Gate families picked out:
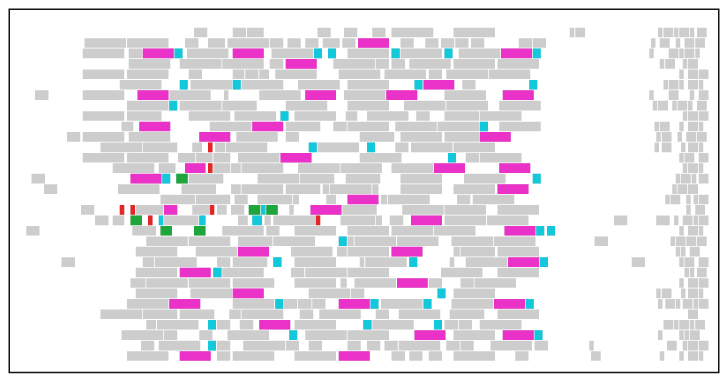
Sizing map:
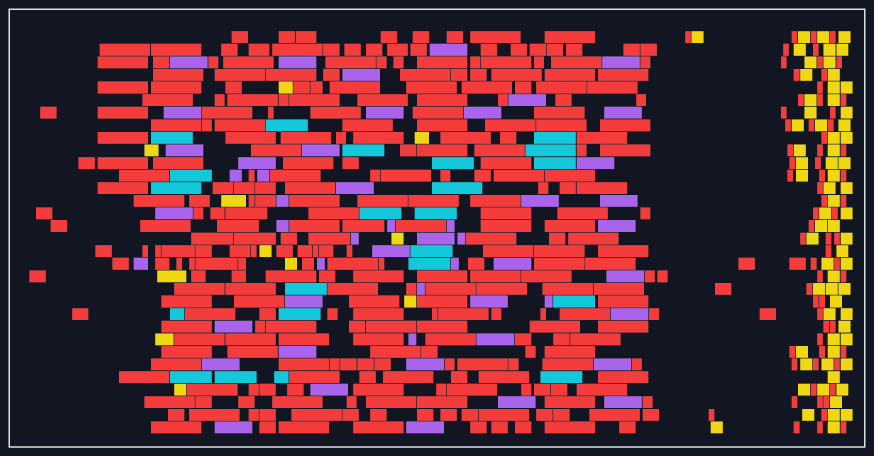
Design rf_wb_queue, sky130hd; sources not shown.
==> summary.txt <==
Summary of the current implementation state.

- The number of I/O port buffers is 82, for reference.
- The register with the most flip-flops in the layout has 128 of them.
- According to the floorplan report, the die width is 185 um.
- The total of cells resized after clock tree synthesis is 0, for reference.
- In this run the register-to-register setup slack is 1300 ps.
- In this run the tools logged warnings totalling 39.
- The synthesized design contains 148 enable-type register cells.
- The biggest area contributor in the post-synthesis netlist is edfxtp_1.
- The total of endpoints with negative setup slack in the final report is 0, for reference.
- The skew report gives the latency at the later pin of the worst-skew pair as 410 ps.
- Measured in cells, the most critical reg-to-reg path has a length of 9.
- The first-pass GRT wire length is 17200 um, for reference.
- The main logic family after synthesis is multiplexers, for reference.
- The synthesized cell area is 6520 sq um, for reference.
- The TritonCTS buffer count is 17, for reference.
- The synthesized instance count is 340.
- According to the Yosys statistics, the synthesized design has a chip area of 6520 sq um.
- In this run the number of H-tree levels came out at 4.
- The effective utilization at floorplan is 41.6%, for reference.
- For the pin with the worst max-slew slack, the measured transition is 1050 ps.
- The final timing report lists a max-slew violation count of 0.
- The mean area per synthesized cell is 19.2 sq um, for reference.
- The number of antenna violations at the first check in global routing is 0, for reference.
- The category of the worst setup path launch point is a flip-flop, for reference.
- The cell count of the worst hold path is 1, for reference.
- Yosys reports that the leading cell type by area covers 68.2% of the netlist area.
- The maximum number of pins on one net before global-route repair is 38, for reference.
- Sequential cells were found to cover 70.9% of the synthesized design area.
- The post-synthesis share of cell area spent on xor and xnor gates is 0.806%, for reference.
- The placeable core region is 15700 sq um, for reference.
- For this run, design rule violations remaining after detail routing come to 0.
- The count of hold-fix buffers inserted at cts is 0, for reference.
- The data arrival time of the critical path is 2690 ps, for reference.
- The post-CTS setup repair buffer count is 0, for reference.
- Per the run summary, max-cap violations total 0.
- The worst vdd rail ir drop is 0.341 mV, for reference.
- Yosys reported that registers with async set or reset make up 4.52%.
- The final timing report lists a hold violation count of 0.
- The type of the worst setup path is reg2out, for reference.
- The number of primary I/O pins is 159, for reference.
- The final antenna diode count is 0, for reference.
- The row count is 32, for reference.
- The TritonCTS clock tree is done, for reference.
- The worst path required time is 2820 ps, for reference.
- The count of antenna-violating nets left after detailed routing is 0, for reference.
- According to the hold report, the worst path is of the reg2reg type.
- The clock transition at the registers of the reported paths is 60 ps, for reference.
- The full die area is 17400 sq um, for reference.
- Per the Yosys statistics, synthesis produced 340 cells.
- Setup repair after global routing left no endpoint under its margin.
- The final total negative setup slack is 0 ps, for reference.
- The complex-gate fraction of the synthesized area is 0.269%, for reference.
- The final RePlAce weighted congestion is 0.674, for reference.
- The number of clock sinks came to 155.
- The total global routing overflow is 0, for reference.
- The utilization after layout is 54.1%, for reference.
- The routed design could run at a clock period as short as 3760 ps.
- The share of synthesized area spent on multiplexers is 13.2%, for reference.
- At the end of the flow, the number of nets in the layout was 562.
- The first TritonRoute pass finished after 4 iterations.
- The script computed a power per unit cell area of 862 nW/um^2.
- Detailed-route iteration 0 reported a violation count of 114.
- The post-synthesis sequential element count is 155, for reference.
- The HPWL after detailed placement is 7230 um, for reference.
- From bottom edge to top edge, the die measures 94.3 um.
- The top flip-flop cell by instance count after synthesis is edfxtp_1, for reference.
- The worst-case max-slew headroom was logged as 29.8%.
- After Yosys synthesis, and, or, nand and nor cells account for 4.64% of the synthesized area.
- The master cell of the clock root buffer is clkbuf_16, for reference.
- The capturing element type of the critical path is a primary output, for reference.
- The global-route total usage across every layer is 13.6%, for reference.
- The fraction of layout cells with a size suffix above 1 is 29.0%, for reference.
- The via density per instance is 4.33, for reference.
- The post-layout period usage of the worst path is 96.4%, for reference.
- The maximum root-to-sink buffer count is 2, for reference.
- The routed design has 11400 um of wire.
- The via count of the first global-routing pass came to 3204.
- Yosys attributes the largest share of cell area to edfxtp_1 (68%), mux4_2 (13%), buf_4 (7.8%).
- The script logs the mean routed wire length per placed instance as 15.4 um.
- For reference, full adder, half adder and majority cells occupy 1.27% of the area reported after synthesis.
- Of all nets on the critical path, the largest fanout is 19.
- The via count is 3198, for reference.
- The script extracted a total leakage power of 3.18 nW.
- Warnings reported by Yosys during synthesis add up to 0.
- Derived from the worst setup path, the maximum achievable clock frequency is 0.266 GHz.
- The number of different library cells used by synthesis comes to 24.
- The flow ran to the end, and the final reports show no timing, DRC or antenna violations.
Back to the opening pictures, 'gate families picked out':
[mux cells] magenta | cells: 39 | most used: mux4_2
[xor and xnor cells] green | cells: 6 | most used: xor2_1 | where: west
[nor cells] cyan | cells: 40 | most used: nor2b_1
[inv cells] red | cells: 7 | most used: inv_1 | where: west
multi-input gate share of total cell area: 18.4%
non-filler cells in the finished layout: 739
most common cell after layout, fill and taps aside: edfxtp_1

Back to the opening pictures, 'sizing map':
[x2] purple | cells: 51 | share: 9.8%
[x3 and x4] yellow | cells: 77 | share: 15%
[x1 and smaller] red | cells: 368 | share: 71%
[x6 and larger] cyan | cells: 22 | share: 4.2%
min setup slack post-route: 140 ps
non-clock buffer count in the final layout: 159
cell area after layout: 8470 sq um
layout overhead on the synthesized area: 29.9%

[through the flow]
| step | area [sq um] | setup WS [ps] | cells | power, mW | hold slack [ps] |
|---|---|---|---|---|---|
| 2_1_floorplan | 6760 | 840 | 405 | 4.74 | 435 |
| 3_3_place_gp | 7860 | 220 | 708 | 5.72 | 414 |
| 3_5_place_dp | 7860 | 244 | 708 | 5.75 | 439 |
| 4_1_cts | 8460 | 43.6 | 739 | 7.39 | 450 |
| 5_1_grt | 8470 | 2.67 | 739 | 7.62 | 498 |
| 6_report | 8470 | 140 | 739 | 7.30 | 451 |
[layout by cell type (no fill, tap or decap), drive strengths merged]
master / count
xnor2: 2
dlymetal6s2s: 4
edfxtp: 148
inv: 9
ha: 5
and2b: 1
conb: 66
xor2: 4
nor2: 2
or4: 1
clkinv: 7
or3b: 1
clkdlybuf4s50: 78
nor3b: 1
clkbuf: 20
nor3: 1
and2: 4
nor2b: 36
mux2: 1
bufinv: 3
buf: 74
dfrtp: 7
o211a: 1
mux2i: 1
fa: 1
clkinvlp: 3
mux4: 37
[worst max-delay path, stage by stage, from the launching register on]
cell	delay (ps)
dfrtp_1	440
nor3_1	450
buf_2	460
and2b_1	230
clkdlybuf4s50_1	690
[synth_stat cells (all sizes together) (2+ instances only)]
master,instances
dfrtp,7
xor2,4
edfxtp,148
and2,4
buf,73
clkbuf,5
inv,7
mux4,37
xnor2,2
nor2b,36
ha,5
nor2,2
[area by class of cell]
type	instances	area, sq um
Buffer	77	553
Clock buffer	17	425
Clock inverter	15	174
Fill cell	1215	7190
Inverter	7	26.3
Multi-Input combinational cell	165	1560
Sequential cell	155	4620
Tap cell	221	277
Timing Repair Buffer	82	831
[report_power, final]
part | switching (mW) | total, mW | internal (mW)
sequential | 0.0937 | 2.30 | 2.21
clock | 0.632 | 1.64 | 1.01
combinational | 2.12 | 3.36 | 1.24
[kinds of logic (layout without fill, tap and decap cells)]
group                      count (synthesis)  count (layout)
DFF                                      155             155
and+or+nand+nor                           47              47
xor gates and xnor gates                   6               6
buffers and inverters                     85             198
adders and majority gates                  6               6
other                                      1              66
muxes                                     39              39
AOI/OAI and AO/OA                          1               1
[layer usage]
metal / up-vias / track usage [%] / routed length [um]
met2: 95 / 24.6 / 5920
met5: - / 0 / 0
met4: 0 / 3.60 / 58
li1: 1488 / - / -
met3: 4 / 4.46 / 716
met1: 1611 / 15.6 / 4660
Power and IR drop assume default switching activity.
